**src/rtl/bcrypt_pd_loader.sv**
```systemverilog
// Write-side sequencer that streams 31 constant words into the bcrypt PD RAM and flags data_ready.
// Optional checksum word and sticky err are enabled by defining PD_LOAD_CHECKSUM_EN.
module bcrypt_pd_loader #(
  parameter int MSB     = 31,
  parameter int N_WORDS = 31
) (
  input  logic         CLK,
  input  logic         RST_N,
  input  logic [MSB:0] in_data,
  input  logic         in_valid,
  output logic         in_ready,
  input  logic         core_idle,
  output logic [4:0]   PD_addr,
  output logic         PD_wr_en,
  output logic [MSB:0] din,
  output logic         data_ready,
  input  logic         core_ack,
  output logic         err
);

  localparam logic [1:0] S_IDLE  = 2'd0;
  localparam logic [1:0] S_LOAD  = 2'd1;
  localparam logic [1:0] S_READY = 2'd3;
  localparam logic [4:0] LAST    = 5'(N_WORDS - 1);

`ifdef PD_LOAD_CHECKSUM_EN
  localparam logic [1:0] S_CHECK     = 2'd2;
  localparam logic [1:0] S_AFTER_LOAD = S_CHECK;
`else
  localparam logic [1:0] S_AFTER_LOAD = S_READY;
`endif

  logic [1:0]   r_state;
  logic [4:0]   r_cnt;
  logic         r_wr_en;
  logic [4:0]   r_addr;
  logic [MSB:0] r_din;
  logic         r_data_ready;
  logic         w_hs;

`ifdef PD_LOAD_CHECKSUM_EN
  logic         r_err;
  logic [MSB:0] r_acc;

  assign in_ready = (r_state == S_LOAD) || (r_state == S_CHECK);
  assign err      = r_err;
`else
  assign in_ready = (r_state == S_LOAD);
  assign err      = 1'b0;
`endif

  assign w_hs       = in_valid & in_ready;
  assign PD_wr_en   = r_wr_en;
  assign PD_addr    = r_addr;
  assign din        = r_din;
  assign data_ready = r_data_ready;

  // NOTE: sequential state uses non-blocking assignments so every register
  // samples the pre-edge values, independent of statement order.
  always_ff @(posedge CLK or negedge RST_N) begin
    if (!RST_N) begin
      r_state      <= S_IDLE;
      r_cnt        <= '0;
      r_wr_en      <= 1'b0;
      r_addr       <= '0;
      r_din        <= '0;
      r_data_ready <= 1'b0;
`ifdef PD_LOAD_CHECKSUM_EN
      r_err        <= 1'b0;
      r_acc        <= '0;
`endif
    end else begin
      r_wr_en <= 1'b0;
      case (r_state)
        S_IDLE: begin
          if (core_idle && !r_data_ready) begin
            r_state <= S_LOAD;
            r_cnt   <= '0;
`ifdef PD_LOAD_CHECKSUM_EN
            r_err   <= 1'b0;
            r_acc   <= '0;
`endif
          end
        end
        S_LOAD: begin
          // The write lands one cycle after its handshake; cnt saturates at LAST.
          if (w_hs) begin
            r_wr_en <= 1'b1;
            r_addr  <= r_cnt;
            r_din   <= in_data;
`ifdef PD_LOAD_CHECKSUM_EN
            r_acc   <= r_acc ^ in_data;
`endif
            if (r_cnt == LAST) r_state <= S_AFTER_LOAD;
            else               r_cnt   <= r_cnt + 5'd1;
          end
        end
`ifdef PD_LOAD_CHECKSUM_EN
        S_CHECK: begin
          if (w_hs) begin
            if (in_data == r_acc) begin
              r_state <= S_READY;
            end else begin
              r_err   <= 1'b1;
              r_state <= S_IDLE;
            end
          end
        end
`endif
        S_READY: begin
          // First READY cycle covers the final RAM commit before data_ready rises.
          if (!r_data_ready) begin
            r_data_ready <= 1'b1;
          end else if (core_ack) begin
            r_data_ready <= 1'b0;
            r_state      <= S_IDLE;
          end
        end
        default: r_state <= S_IDLE;
      endcase
    end
  end

endmodule

```
**config.mk**
```make
export PLATFORM = sky130hd
export DESIGN_NAME = bcrypt_pd_loader
export DESIGN_NICKNAME = d
export VERILOG_FILES = /design/src/rtl/bcrypt_pd_loader.sv
export SDC_FILE = /design/constraint.sdc
export NUM_CORES = 1
export LEC_CHECK = 0
export ABC_AREA = 1
export ABC_CLOCK_PERIOD_IN_PS = 3500
export CORE_MARGIN = 2
export CORE_UTILIZATION = 46
export DETAILED_ROUTE_END_ITERATION = 7
export PLACE_DENSITY = 0.84
export RECOVER_POWER = 100
export SLEW_MARGIN = 10
export SYNTH_ARGS = -nofsm -noshare
export SYNTH_HDL_FRONTEND = slang
export SYNTH_SLANG_ARGS = --single-unit
```
**constraint.sdc**
```tcl
create_clock -name CLK -period 3.5 [get_ports CLK]
set_clock_uncertainty 0.2 [all_clocks]
set_input_delay 1.05 -clock CLK [delete_from_list [all_inputs] [get_ports CLK]]
set_output_delay 1.05 -clock CLK [all_outputs]
set_load 0.01 [all_outputs]
```
==> results.yml, run 1 <==
# flow metrics
synthesis:
  yosys_area_um2: 1940
  ys_cells: 230
  synth_area_um2: 1940
  logic_family: "simple AND/OR/NAND/NOR gates"
  yosysWarnings: 0
  top_area_cell: "dfrtp_1"
  edf_count: 0
  syn_area_per_cell_um2: 8.44
  synth_seq_share: 0.593
  aoi_share: 0.0245
  synthAdderAreaFrac: 0.0129
  simple_gate_area_frac: 0.309
  synth-xor-area-share: 0
  async_flop_share: 1.00
  synth-main-ff-cell: "dfrtp_1"
sta:
  fin_crit_sh: 0.858
  whs_ps: 273
  clock.fmax_mhz: 333
  drv_slew: 0
  relSlewSlack: 0.284
  finalWorstSetupSlack_ps: 497
  setup_violations: 0
  setup-tns-final_ps: 0
  tightest_slew_ps: 1070
cells_and_area:
  lay_top_count: "nand2_1"
  syn2layout_area_growth_pct: 42.7
  layout.area.seq_um2: 1150
  n_all_buffers: 76
  n_all_inverters: 12
  largest_register_ffs: 32
  clock_buffers: 7
  largest_class: "sequential cells"
  layout_top_cells: "132 x nand2_1, 46 x dfrtp_1, 41 x dlygate4sd3_1, 34 x clkdlybuf4s50_1, 11 x inv_1"
  nMultiInputCombCells: 164
  finalNetCount: 344
  seq_cell_count: 46
  fin_area_um2: 2770
  combGateArea_um2: 676
  antenna_cells: 0
clock_network:
  tritoncts: "done"
  clk_path_buf_depth: 2
  clk_pin_slew_ps: 80
  cts_made_buffers: 5
  cts_resized: 0
  holdBufCountCts: 0
min_path:
  hp-class: "reg -> reg"
  holdPathEnd: "PD_addr[2]"
  hold_depth: 2
  hold_start: "PD_addr[2]"
drt:
  ant_nets: 0
  top_layer: "met4"
  post_drt_wl_per_cell_um: 12.3
  wl_met2_um: 2200
  met1Wirelength_um: 1810
  drc: 0
global_route:
  met2_usage: 0.319
  grt_max_degree: 47
  grt_pass1_vias: 1534
  met1_usage: 0.240
  gr-total-overflow: 0
  antenna_found_initial: 0
pwr:
  p_comb_mw: 1.00
  power_leader: "combinational logic"
  power_clock_mw: 0.296
  p_seq_mw: 0.916
  vdd.ir_drop.worst_mv: 0.437
  p_switching_mw: 0.831
  powerDensity_nw_per_um2: 799
  combinationalPowerShare: 0.452
  total_power_mw: 2.21
  p_seq_frac: 0.414
  p_clk_frac: 0.134
  sw_frac_of_total: 0.376
critical_path:
  r2r_start: "r_state[1]"
  cp-end-kind: "register"
  crit_start: "in_valid"
  slowest_stage: "inv_1"
  crit_end: "din[20]"
  cp_num_buf_inv: 2
floorplanning:
  placementRows: 23
place:
  place_ws_ps: 683
  portBuffers: 76
  dpl.cell_count: 348
  placed_area_um2: 2700
  place_congestion: 0.797
status:
  status: "finished, final reports clean"
job:
  log.warning_count: 27
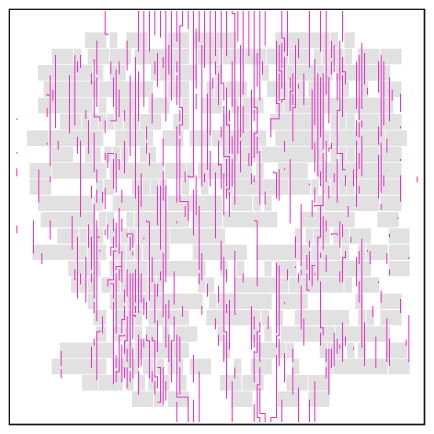
run_1/m2.png
(6 px per um) Cells faint in the background.
wire length on this layer: 2200 um
longest straight run: 31.8 um
share of all routed wire: 50%
nets with wire on the layer: 280
WL final: 4360 um
via count: 1695

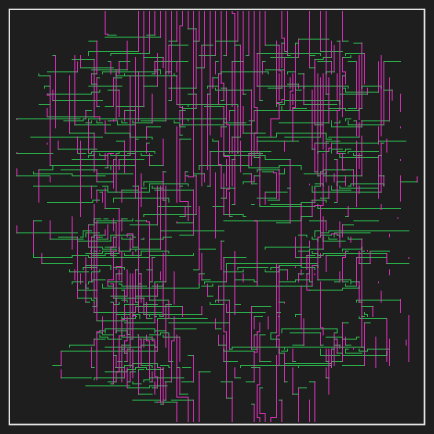
run_1/layers.png
(6 px per um) Only two layers are drawn.
[M2] magenta | wire length: 2200 um
[M1] green | wire length: 1810 um

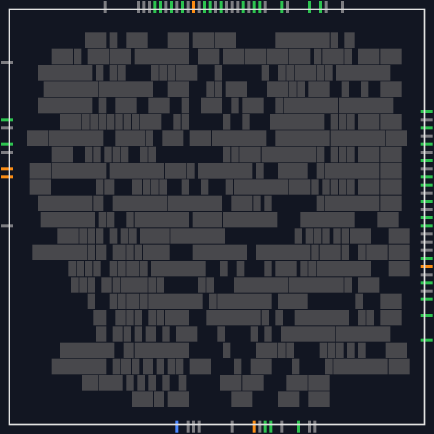
run_1/pinout.png
(6 px per um) Pins as bars across the die edge, other pins in gray.
[core_idle] blue | pins: 1 | direction: input | edge: bottom
[PD_addr] orange | pins: 5 | direction: output | edge: 2 left, 1 top, 1 bottom, 1 right
[din] green | pins: 32 | direction: output | edge: 14 right, 13 top, 3 bottom, 2 left

run_1/closeup.png
Window x 14 to 54, y 14 to 54 um. Cells in gray, sequential cells in the stronger gray; small squares are vias.
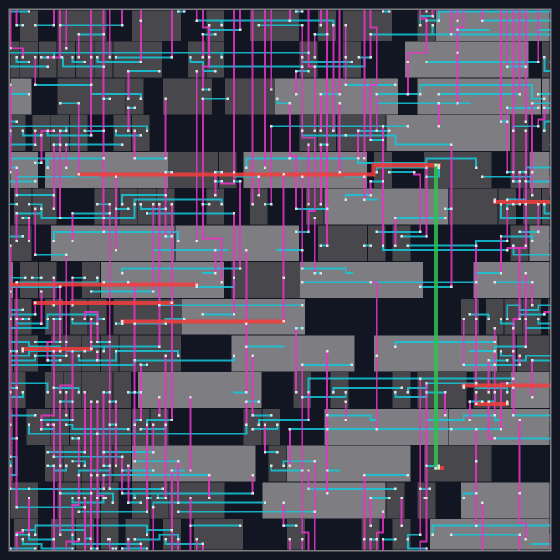

--- run 2 (diff from run 1) ---
Settings changed: CORE_UTILIZATION 46 to 48, CTS_BUF_LIST set to sky130_fd_sc_hd__clkbuf_8, PLACE_DENSITY 0.84 to 0.88.
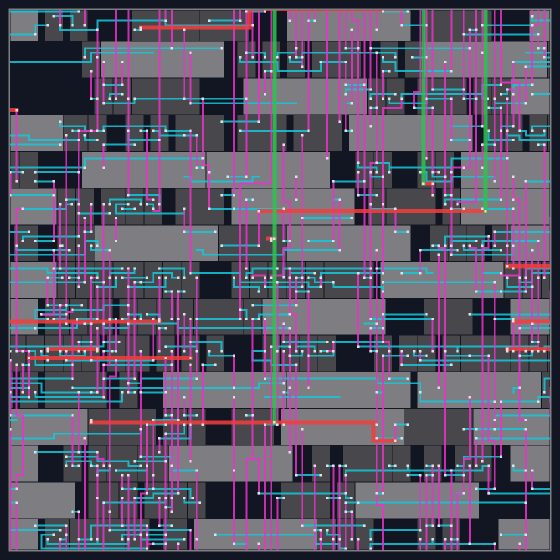
run_2/closeup.png
Window x 14 to 54, y 14 to 54 um. Cells in gray, sequential cells in the stronger gray; small squares are vias.
[M4] green
[M2] magenta
[M3] red
[M1] cyan
cells with their middle in the window: 156
netlist names of flops here include: din (18), PD_addr (2), r_cnt (2)
sequential cells in the window: 24
most frequent: nand2_1 (79), dfrtp_1 (24), dlygate4sd3_1 (10)

==> run 2 against run 1 <==
Effect of this change:
- global-route usage rose by 1.2 points
- hold slack improved by 6.0 ps
- maximum frequency up 3.9%
- register-to-register slack better by 480 ps
- setup slack gained 110 ps
- first-iteration DRC count up 76%
- wire length grew 3.5%
- power increased by 2.0%
- via count rose by 0.65%
- critical path depth fell by 1
- utilization rose by 2.0 points
- largest cell class unchanged
- largest power group unchanged
- highest routed layer unchanged
==> results.yml, run 2 <==
# flow metrics
status:
  status: "finished, final reports clean"
floorplanning:
  ios: 78
  dieWidth_um: 67.6
  fp_util: 0.492
  placementRows: 23
  coreArea_um2: 3940
  nWellTaps: 50
min_path:
  hp-class: "reg -> reg"
  hold_start: "din[13]"
  holdPathEnd: "din[13]"
  hold_depth: 2
pwr:
  leakagePower_nw: 1.46
  total_power_mw: 2.26
  combinationalPowerShare: 0.449
  p_comb_mw: 1.01
  sw_frac_of_total: 0.380
  power_clock_mw: 0.324
  p_clk_frac: 0.144
  p_seq_mw: 0.920
  p_switching_mw: 0.857
  vdd.ir_drop.worst_mv: 0.426
  powerDensity_nw_per_um2: 810
  p_seq_frac: 0.408
  p_int_mw: 1.40
  power_leader: "combinational logic"
global_route:
  met1_usage: 0.252
  busiest_layer: "met2"
  grt_first_pass_wirelength_um: 6840
  grt_max_degree: 47
  met2_usage: 0.350
  gr-total-overflow: 0
  antenna_found_initial: 0
  grt_pass1_vias: 1523
drt:
  drc: 0
  post_drt_wl_per_cell_um: 12.7
  wirelength_um: 4510
  via_per_inst: 4.79
  ant_nets: 0
  met1Wirelength_um: 1810
  firstDrtPassIters: 4
  vias: 1706
  wl_met2_um: 2350
  top_layer: "met4"
cells_and_area:
  combGateArea_um2: 676
  lay_top_count: "nand2_1"
  layout.area.seq_um2: 1150
  clock_buffers: 6
  finalNetCount: 344
  largest_register_ffs: 32
  sh_seq_area: 0.413
  seq_cell_count: 46
  layout_top_cells: "132 x nand2_1, 46 x dfrtp_1, 41 x dlygate4sd3_1, 34 x clkdlybuf4s50_1, 11 x inv_1"
  antenna_cells: 0
  syn2layout_area_growth_pct: 43.7
  n_all_buffers: 76
  nMultiInputCombCells: 164
  largest_class: "sequential cells"
  n_all_inverters: 12
  fin_area_um2: 2790
  clock_area_frac: 0.0328
  drive_gt1_frac: 0.0392
sta:
  finalWorstSetupSlack_ps: 610
  relSlewSlack: 0.265
  fin_crit_sh: 0.826
  setup_violations: 0
  drv_slew: 0
  hold_viol: 0
  whs_ps: 279
  clock.fmax_mhz: 346
  rsz0062_at_grt: "no"
  setup-tns-final_ps: 0
  tightest_slew_ps: 1100
place:
  placed_area_um2: 2700
  dpl.cell_count: 348
  place_congestion: 0.787
  dp_hpwl_um: 3120
  place_ws_ps: 725
synthesis:
  logic_family: "simple AND/OR/NAND/NOR gates"
  aoi_share: 0.0245
  ys_types: 19
  syn_area_per_cell_um2: 8.44
  yosys_area_um2: 1940
  top_cells_by_count: "132 x nand2_1, 46 x dfrtp_1, 10 x nor2_1"
  syn_inst: 230
  synth_seq_share: 0.593
  yosysWarnings: 0
  synthAdderAreaFrac: 0.0129
  async_flop_share: 1.00
  syn_nets: 269
  edf_count: 0
  synth.area.mux_share: 0
  synth_area_um2: 1940
  top_area_cell: "dfrtp_1"
  synth-main-ff-cell: "dfrtp_1"
  simple_gate_area_frac: 0.309
  ys_cells: 230
  ys.flops: 46
  synth-xor-area-share: 0
clock_network:
  tritoncts: "done"
  postCtsSetupBuffers: 0
  clockRootBuffer: "clkbuf_8"
  cts_resized: 0
  cts_made_buffers: 5
  clk_latency_ps: 290
  clk_pin_slew_ps: 80
  h-tree-depth: 2
  clock_sinks: 46
  holdBufCountCts: 0
  clk_path_buf_depth: 2
critical_path:
  critical_path_class: "reg -> out"
  crit_start: "r_state[1]"
  cp_num_buf_inv: 3
  r2r_start: "r_state[1]"
  path_max_fanout: 6
  slowest_stage: "clkdlybuf4s50_1"
  cp.depth: 4
  cp-start-kind: "register"
  cp-end-kind: "output pin"
  critPathMaxStageDelay_ps: 540
  reg2regPathDepth: 7
  worstReg2RegEnd: "din[8]"
  crit_chain: "inv_1, nand2_4, inv_4, clkdlybuf4s50_1"
  crit_end: "in_ready"
  critPathRequiredTime_ps: 2250
job:
  cap_violations: 0
  log.warning_count: 27
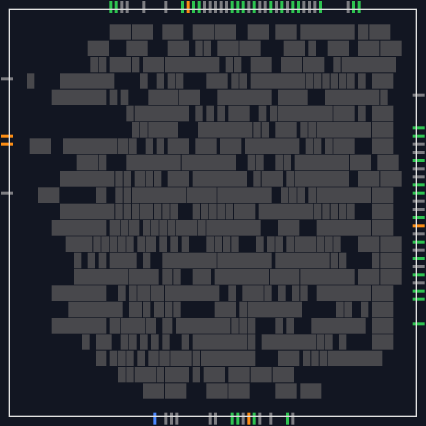
run_2/pinout.png
(6 px per um) Pins as bars across the die edge, other pins in gray.
[core_idle] blue | pins: 1 | direction: input | edge: bottom
[PD_addr] orange | pins: 5 | direction: output | edge: 2 left, 1 top, 1 bottom, 1 right
[din] green | pins: 32 | direction: output | edge: 16 top, 12 right, 4 bottom
all pins by edge: 35 top, 24 right, 15 bottom, 4 left
die height: 67.6 um
Port Buffers: 76

run_2/layers.png
(6 px per um) Only two layers are drawn.
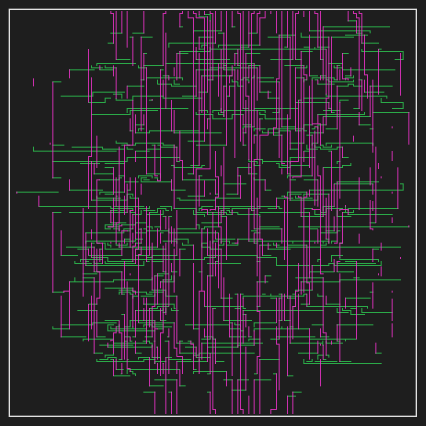

--- run 3 (diff from run 2) ---
Settings changed: ABC_CLOCK_PERIOD_IN_PS 3500 to 2800, CORE_UTILIZATION 48 to 44, PLACE_DENSITY 0.88 to 0.81.
Clock period 3.5 ns to 2.8 ns, I/O delays scaled along.
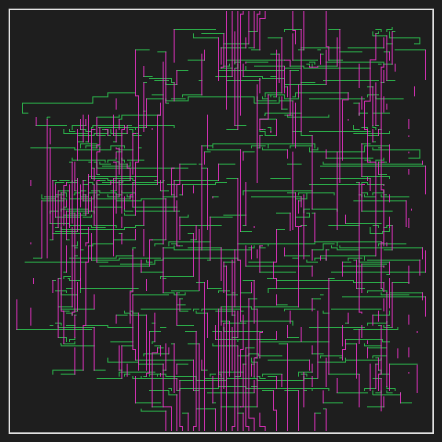
run_3/layers.png
(6 px per um) Only two layers are drawn.
[M1] green | wire length: 1890 um
[M2] magenta | wire length: 2040 um
routed length per instance: 11.9 um
WL final: 4280 um
via count: 1663
GR Util All Layers: 0.188

==> run 3 against run 2 <==
Effect of this change:
- die area grew 8.5%
- synthesized area is the same
- combinational power grew 24%
- first-iteration DRC count shrank 59%
- wire length shrank 5.2%
- highest routed layer unchanged
- critical path depth is the same
- critical endpoint unchanged
- clock power grew 43%
==> results.yml, run 3 <==
# flow metrics
status:
  status: "finished, final reports clean"
critical_path:
  cp.depth: 4
  crit_chain: "inv_2, nand2_4, inv_4, clkdlybuf4s50_1"
  crit_end: "in_ready"
  worstReg2RegEnd: "din[28]"
  crit_start: "r_state[1]"
  path_max_fanout: 6
  cp_num_buf_inv: 3
  critPathMaxStageDelay_ps: 540
  cp-start-kind: "register"
  critical_path_class: "reg -> out"
  reg2regPathDepth: 7
  cp-end-kind: "output pin"
clock_network:
  clk_path_buf_depth: 2
  clockRootBuffer: "clkbuf_8"
  postCtsSetupBuffers: 0
  clk_latency_ps: 290
  tritoncts: "done"
drt:
  met1Wirelength_um: 1890
  ant_nets: 0
  firstDrtPassIters: 4
  via_per_inst: 4.62
synthesis:
  edf_count: 0
  ys_types: 19
  synth-xor-area-share: 0
  syn_inst: 230
  simple_gate_area_frac: 0.309
  synth_seq_share: 0.593
  top_cells_by_count: "132 x nand2_1, 46 x dfrtp_1, 10 x nor2_1"
  yosysWarnings: 0
  syn_area_per_cell_um2: 8.44
  async_flop_share: 1.00
  ys.flops: 46
  synth.area.mux_share: 0
  top_area_cell: "dfrtp_1"
  ys_cells: 230
sta:
  relSlewSlack: 0.148
  rsz0062_at_grt: "no"
  clock.fmax_mhz: 384
  fin_crit_sh: 0.929
  whs_ps: 275
  drv_slew: 0
  hold_viol: 0
floorplanning:
  dieHeight_um: 70.4
  fp_util: 0.452
cells_and_area:
  largest_class: "sequential cells"
  largest_register_ffs: 32
  seq_cell_count: 46
  combGateArea_um2: 676
  clock_area_frac: 0.0378
  layout.area.seq_um2: 1150
  syn2layout_area_growth_pct: 44.8
  fin_area_um2: 2810
  drive_gt1_frac: 0.0390
  antenna_cells: 0
  sh_seq_area: 0.410
  nMultiInputCombCells: 164
place:
  placed_area_um2: 2730
  place_congestion: 0.871
  portBuffers: 76
  dpl.cell_count: 352
pwr:
  p_switching_mw: 1.04
  powerDensity_nw_per_um2: 1020
  vdd.ir_drop.worst_mv: 0.550
  p_seq_frac: 0.399
  power_clock_mw: 0.464
  p_seq_mw: 1.14
  combinationalPowerShare: 0.438
  total_power_mw: 2.86
  leakagePower_nw: 1.48
global_route:
  grt_pass1_vias: 1651
  antenna_found_initial: 0
  grt_first_pass_wirelength_um: 7460
  grt_max_degree: 41
  gr-total-overflow: 0
min_path:
  hold_start: "din[27]"
  hp-class: "reg -> reg"
job:
  log.warning_count: 27
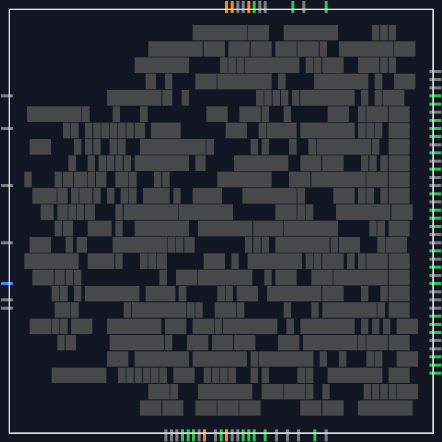
run_3/pinout.png
(6 px per um) Pins as bars across the die edge, other pins in gray.
[PD_addr] orange | pins: 5 | direction: output | edge: 3 top, 2 bottom
[din] green | pins: 32 | direction: output | edge: 20 right, 9 bottom, 3 top
[core_idle] blue | pins: 1 | direction: input | edge: left
all pins by edge: 38 right, 22 bottom, 11 top, 7 left

Power and IR drop assume default switching activity.
